## src/rtl/npu_pkg.sv

```systemverilog
// Shared NPU definitions: default array geometry, the input-skewer FSM
// encoding and a small elaboration-time log2 helper.
package npu_pkg;

    // Default array geometry shared by the skewer, systolic_array and mac_pe.
    localparam int NPU_N          = 4;
    localparam int NPU_DATA_WIDTH = 8;

    // Input-skewer FSM encodings, kept as named constants so other blocks
    // (e.g. debug taps in the controller) can decode the state.
    localparam logic [1:0] SKEW_IDLE_ENC   = 2'd0;
    localparam logic [1:0] SKEW_STREAM_ENC = 2'd1;
    localparam logic [1:0] SKEW_DRAIN_ENC  = 2'd2;

    typedef enum logic [1:0] {
        SKEW_IDLE   = SKEW_IDLE_ENC,
        SKEW_STREAM = SKEW_STREAM_ENC,
        SKEW_DRAIN  = SKEW_DRAIN_ENC
    } skewState_e;

    // Ceiling log2; returns 0 for values of 0 or 1.
    function automatic int clog2(input int value);
        int result;
        int remaining;
        result    = 0;
        remaining = value - 1;
        while (remaining > 0) begin
            result++;
            remaining = remaining >> 1;
        end
        return result;
    endfunction

endpackage

```

## src/rtl/skew_delay_line.sv

```systemverilog
// Fixed-depth shift register carrying one lane of data plus its valid flag.
// The output is the last stage, so a value written at edge t appears on
// the output during cycle t+DEPTH-1.
module skew_delay_line #(
    parameter int DEPTH = 1,
    parameter int WIDTH = 8
) (
    input  logic             clk,
    input  logic             clear_i,
    input  logic [WIDTH-1:0] data_i,
    input  logic             valid_i,
    output logic [WIDTH-1:0] data_o,
    output logic             valid_o
);

    logic [WIDTH-1:0] data_q [DEPTH];
    logic [DEPTH-1:0] valid_q;

    // Shift every stage by one each edge; clear wipes all in-flight entries.
    always_ff @(posedge clk) begin
        if (clear_i) begin
            for (int k = 0; k < DEPTH; k++) begin
                data_q[k] <= '0;
            end
            valid_q <= '0;
        end else begin
            data_q[0]  <= data_i;
            valid_q[0] <= valid_i;
            for (int k = 1; k < DEPTH; k++) begin
                data_q[k]  <= data_q[k-1];
                valid_q[k] <= valid_q[k-1];
            end
        end
    end

    assign data_o  = data_q[DEPTH-1];
    assign valid_o = valid_q[DEPTH-1];

endmodule

```

## src/rtl/systolic_input_skewer.sv

```systemverilog
// Upstream feeder for the weight-stationary systolic array: turns one
// N-lane activation vector per beat into a diagonal wavefront (lane i
// delayed by i cycles), frames beats into tiles and reports completion
// once the last element of a tile has left on lane N-1.
module systolic_input_skewer
    import npu_pkg::*;
#(
    parameter int N          = NPU_N,
    parameter int DATA_WIDTH = NPU_DATA_WIDTH,
    parameter int CNT_WIDTH  = 16
) (
    input  logic                    clk,
    input  logic                    rst,
    input  logic                    flush,
    input  logic                    s_valid,
    output logic                    s_ready,
    input  logic [N*DATA_WIDTH-1:0] s_data,
    input  logic                    s_last,
    output logic [N*DATA_WIDTH-1:0] x_out,
    output logic [N-1:0]            valid_out,
    output logic                    busy,
    output logic                    tile_done,
    output logic [CNT_WIDTH-1:0]    tile_beats
);

    // Drain counter needs to hold N-1; keep at least one bit so N=1 works.
    localparam int DCW = (clog2(N) < 1) ? 1 : clog2(N);
    localparam logic [DCW-1:0]       DRAIN_LOAD = DCW'(N - 1);
    localparam logic [CNT_WIDTH-1:0] CNT_MAX    = '1;

    skewState_e           state_q, state_d;
    logic [DCW-1:0]       drainCnt_q, drainCnt_d;
    logic [CNT_WIDTH-1:0] beatCnt_q, beatCnt_d;
    logic [CNT_WIDTH-1:0] tileBeats_q, tileBeats_d;
    logic [CNT_WIDTH-1:0] beatInc;

    logic clearAll;
    logic accept;
    logic lastAccept;

    assign clearAll   = rst || flush;
    assign s_ready    = !clearAll && (state_q != SKEW_DRAIN);
    assign accept     = s_valid && s_ready;
    assign lastAccept = accept && s_last;
    assign beatInc    = (beatCnt_q == CNT_MAX) ? CNT_MAX : beatCnt_q + 1'b1;

    // Tile framing: IDLE waits for a first beat, STREAM runs until s_last,
    // DRAIN blocks input until the final wavefront element reaches lane N-1.
    always_comb begin
        state_d    = state_q;
        drainCnt_d = drainCnt_q;
        case (state_q)
            SKEW_IDLE: begin
                if (lastAccept) begin
                    state_d    = SKEW_DRAIN;
                    drainCnt_d = DRAIN_LOAD;
                end else if (accept) begin
                    state_d = SKEW_STREAM;
                end
            end
            SKEW_STREAM: begin
                if (lastAccept) begin
                    state_d    = SKEW_DRAIN;
                    drainCnt_d = DRAIN_LOAD;
                end
            end
            SKEW_DRAIN: begin
                if (drainCnt_q == '0) begin
                    state_d = SKEW_IDLE;
                end else begin
                    drainCnt_d = drainCnt_q - 1'b1;
                end
            end
            default: begin
                state_d = SKEW_IDLE;
            end
        endcase
    end

    // Beat accounting: saturating count of accepts, latched into tile_beats
    // on the closing beat so the controller sees a stable per-tile total.
    always_comb begin
        beatCnt_d   = beatCnt_q;
        tileBeats_d = tileBeats_q;
        if (lastAccept) begin
            tileBeats_d = beatInc;
            beatCnt_d   = '0;
        end else if (accept) begin
            beatCnt_d = beatInc;
        end
    end

    // State and counter registers; flush discards a tile exactly like reset.
    always_ff @(posedge clk) begin
        if (clearAll) begin
            state_q     <= SKEW_IDLE;
            drainCnt_q  <= '0;
            beatCnt_q   <= '0;
            tileBeats_q <= '0;
        end else begin
            state_q     <= state_d;
            drainCnt_q  <= drainCnt_d;
            beatCnt_q   <= beatCnt_d;
            tileBeats_q <= tileBeats_d;
        end
    end

    assign busy       = (state_q != SKEW_IDLE);
    assign tile_done  = (state_q == SKEW_DRAIN) && (drainCnt_q == '0);
    assign tile_beats = tileBeats_q;

    // One delay line per lane, depth i+1; non-accept edges inject a zero
    // bubble so valid_out marks exactly the cycles carrying real data.
    for (genvar i = 0; i < N; i++) begin : gLane
        logic [DATA_WIDTH-1:0] laneIn;

        assign laneIn = accept ? s_data[i*DATA_WIDTH +: DATA_WIDTH] : '0;

        skew_delay_line #(
            .DEPTH(i + 1),
            .WIDTH(DATA_WIDTH)
        ) uLane (
            .clk    (clk),
            .clear_i(clearAll),
            .data_i (laneIn),
            .valid_i(accept),
            .data_o (x_out[i*DATA_WIDTH +: DATA_WIDTH]),
            .valid_o(valid_out[i])
        );
    end

endmodule

```

## config.mk

```make
export PLATFORM = sky130hd
export DESIGN_NAME = systolic_input_skewer
export DESIGN_NICKNAME = d
export VERILOG_FILES = /design/src/rtl/npu_pkg.sv /design/src/rtl/skew_delay_line.sv /design/src/rtl/systolic_input_skewer.sv
export SDC_FILE = /design/constraint.sdc
export NUM_CORES = 1
export LEC_CHECK = 0
export ABC_AREA = 1
export CELL_PAD_IN_SITES_DETAIL_PLACEMENT = 2
export CELL_PAD_IN_SITES_GLOBAL_PLACEMENT = 2
export CORE_MARGIN = 2
export CORE_UTILIZATION = 29
export CTS_CLUSTER_SIZE = 24
export DETAILED_ROUTE_END_ITERATION = 12
export PLACE_DENSITY = 0.8
export SLEW_MARGIN = 10
export SYNTH_ARGS = -nofsm -noshare
export SYNTH_HDL_FRONTEND = slang
export SYNTH_SLANG_ARGS = --single-unit
```

## constraint.sdc

```tcl
create_clock -name clk -period 1.87 [get_ports clk]
set_input_delay 0.187 -clock clk [delete_from_list [all_inputs] [get_ports clk]]
set_output_delay 0.187 -clock clk [all_outputs]
set_load 0.02 [all_outputs]
```

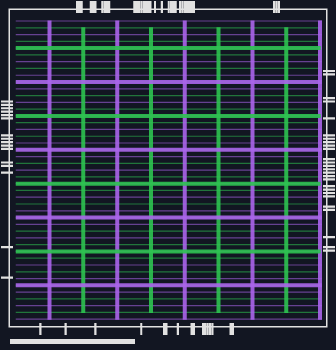
(images/floorplan.png)
Scale bar: 50 um. Pins as bars on the die edge.
- green: VDD
- purple: VSS
- met1 rails: 45
- met5 straps: 8
worst vdd ir: 0.000711 V
height of the chip: 127 um
floorplan die width: 127 um

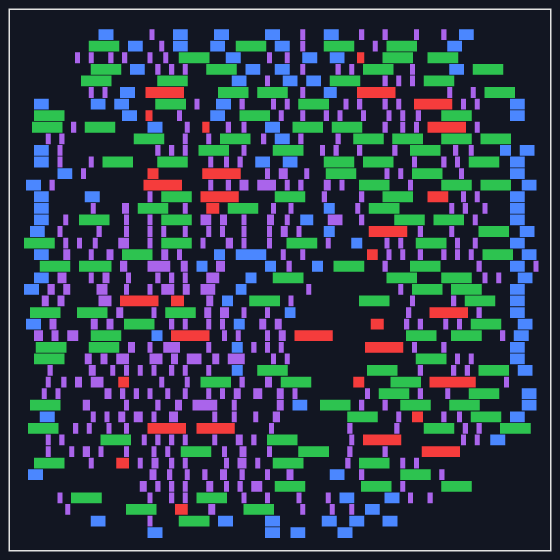
(images/class_map.png)
- purple: remaining logic cells (cells 393; share of their area 30%)
- green: registers (cells 120; share of their area 42%)
- red: clock drivers and dummy loads (cells 32; share of their area 9.9%)
- blue: remaining buffers and delay cells (cells 108; share of their area 18%)
area of all placed cells without fillers: 5930 sq um
flip-flop and latch share of the layout cell area: 40.5%
std cell rows: 44
core occupancy in the finished layout: 40.5%

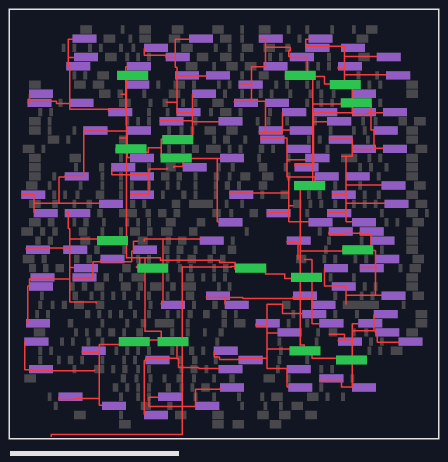
(images/clock_wires.png)
Scale bar: 50 um.
- purple: flip-flops (count 120)
- green: clock-net drivers (count 17)
- red: clock wires (length 1720 um)
- routed clock nets: 18

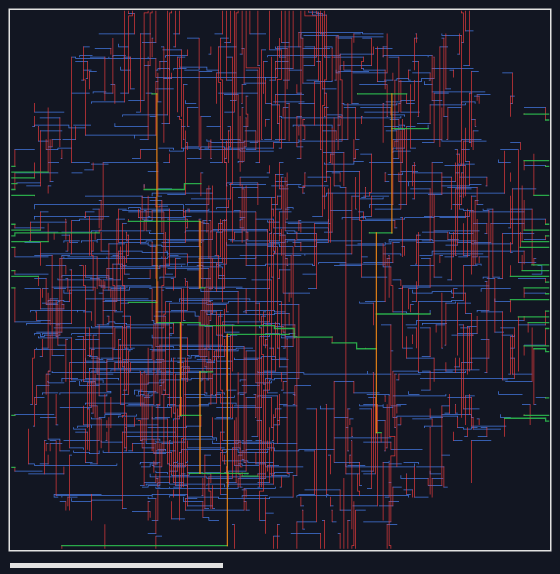
(images/layers.png)
Scale bar: 50 um.
- red: M2 (wire length 6680 um)
- green: M3 (wire length 395 um)
- orange: M4 (wire length 244 um)
- blue: M1 (wire length 5100 um)
all-layer global routing usage: 16.3%
total detailed-routing wirelength: 12400 um
via count of the routed design: 3588
WL/cell: 14.8 um

==> flow_summary.toml <==
# yosys + openroad results
[sta]
fmax_mhz = 565
final_setup_viols = 0
finalCriticalPeriod_ps = 1770
grt_setup_unrepaired = "false"

[drt]
remaining_design_rule_violation_count = 0

[setup_path]
critPathBufInv = 2
endpoint_kind = "output port"

[floorplan]
floorplan.core_util_pct = 29.9
core_region_area_sq_um = 14600

[hold_path]
hold_path.class = "primary input to flop"

[clocking]
insertion_delay_ps = 410
holdBufCountCts = 0

[grt]
antenna_found_initial = 0

[placed_design]
buffer_ports.inserted = 91

[status]
outcome = "finished clean"

[yosys]
compound_area_share_pct = 4.61
synth_flops = 120

[power]
net_sw_share_pct = 23.5

[layout]
antenna_cells = 0
layout.nets = 679
## power groups by stage
stage	Combinational (uW)	Sequential (uW)	Clock [uW]
after global placement	290	2680	0
after detailed placement	303	2680	0
final	301	2620	3100
after global routing	332	2630	3320
after CTS	308	2620	3190
after floorplan	125	2680	0
## cell type report
type                            count  area (sq um)
Clock buffer                       18           439
Tap cell                          184           230
Clock inverter                     14           126
Timing Repair Buffer              108          1050
Inverter                          126           473
Multi-Input combinational cell    267          1210
Fill cell                        1647          8710
Sequential cell                   120          2400
## through the flow
stage               TNS (ps)  total power, uW  setup slack, ps
finish                     0             6030              100
global route               0             6280             15.2
CTS                        0             6120             44.0
detailed placement      -500             2980             -114
global placement       -56.4             2970            -56.4
floorplan                  0             2810              439
No activity file was given, so power comes from the tool's default toggle rates.
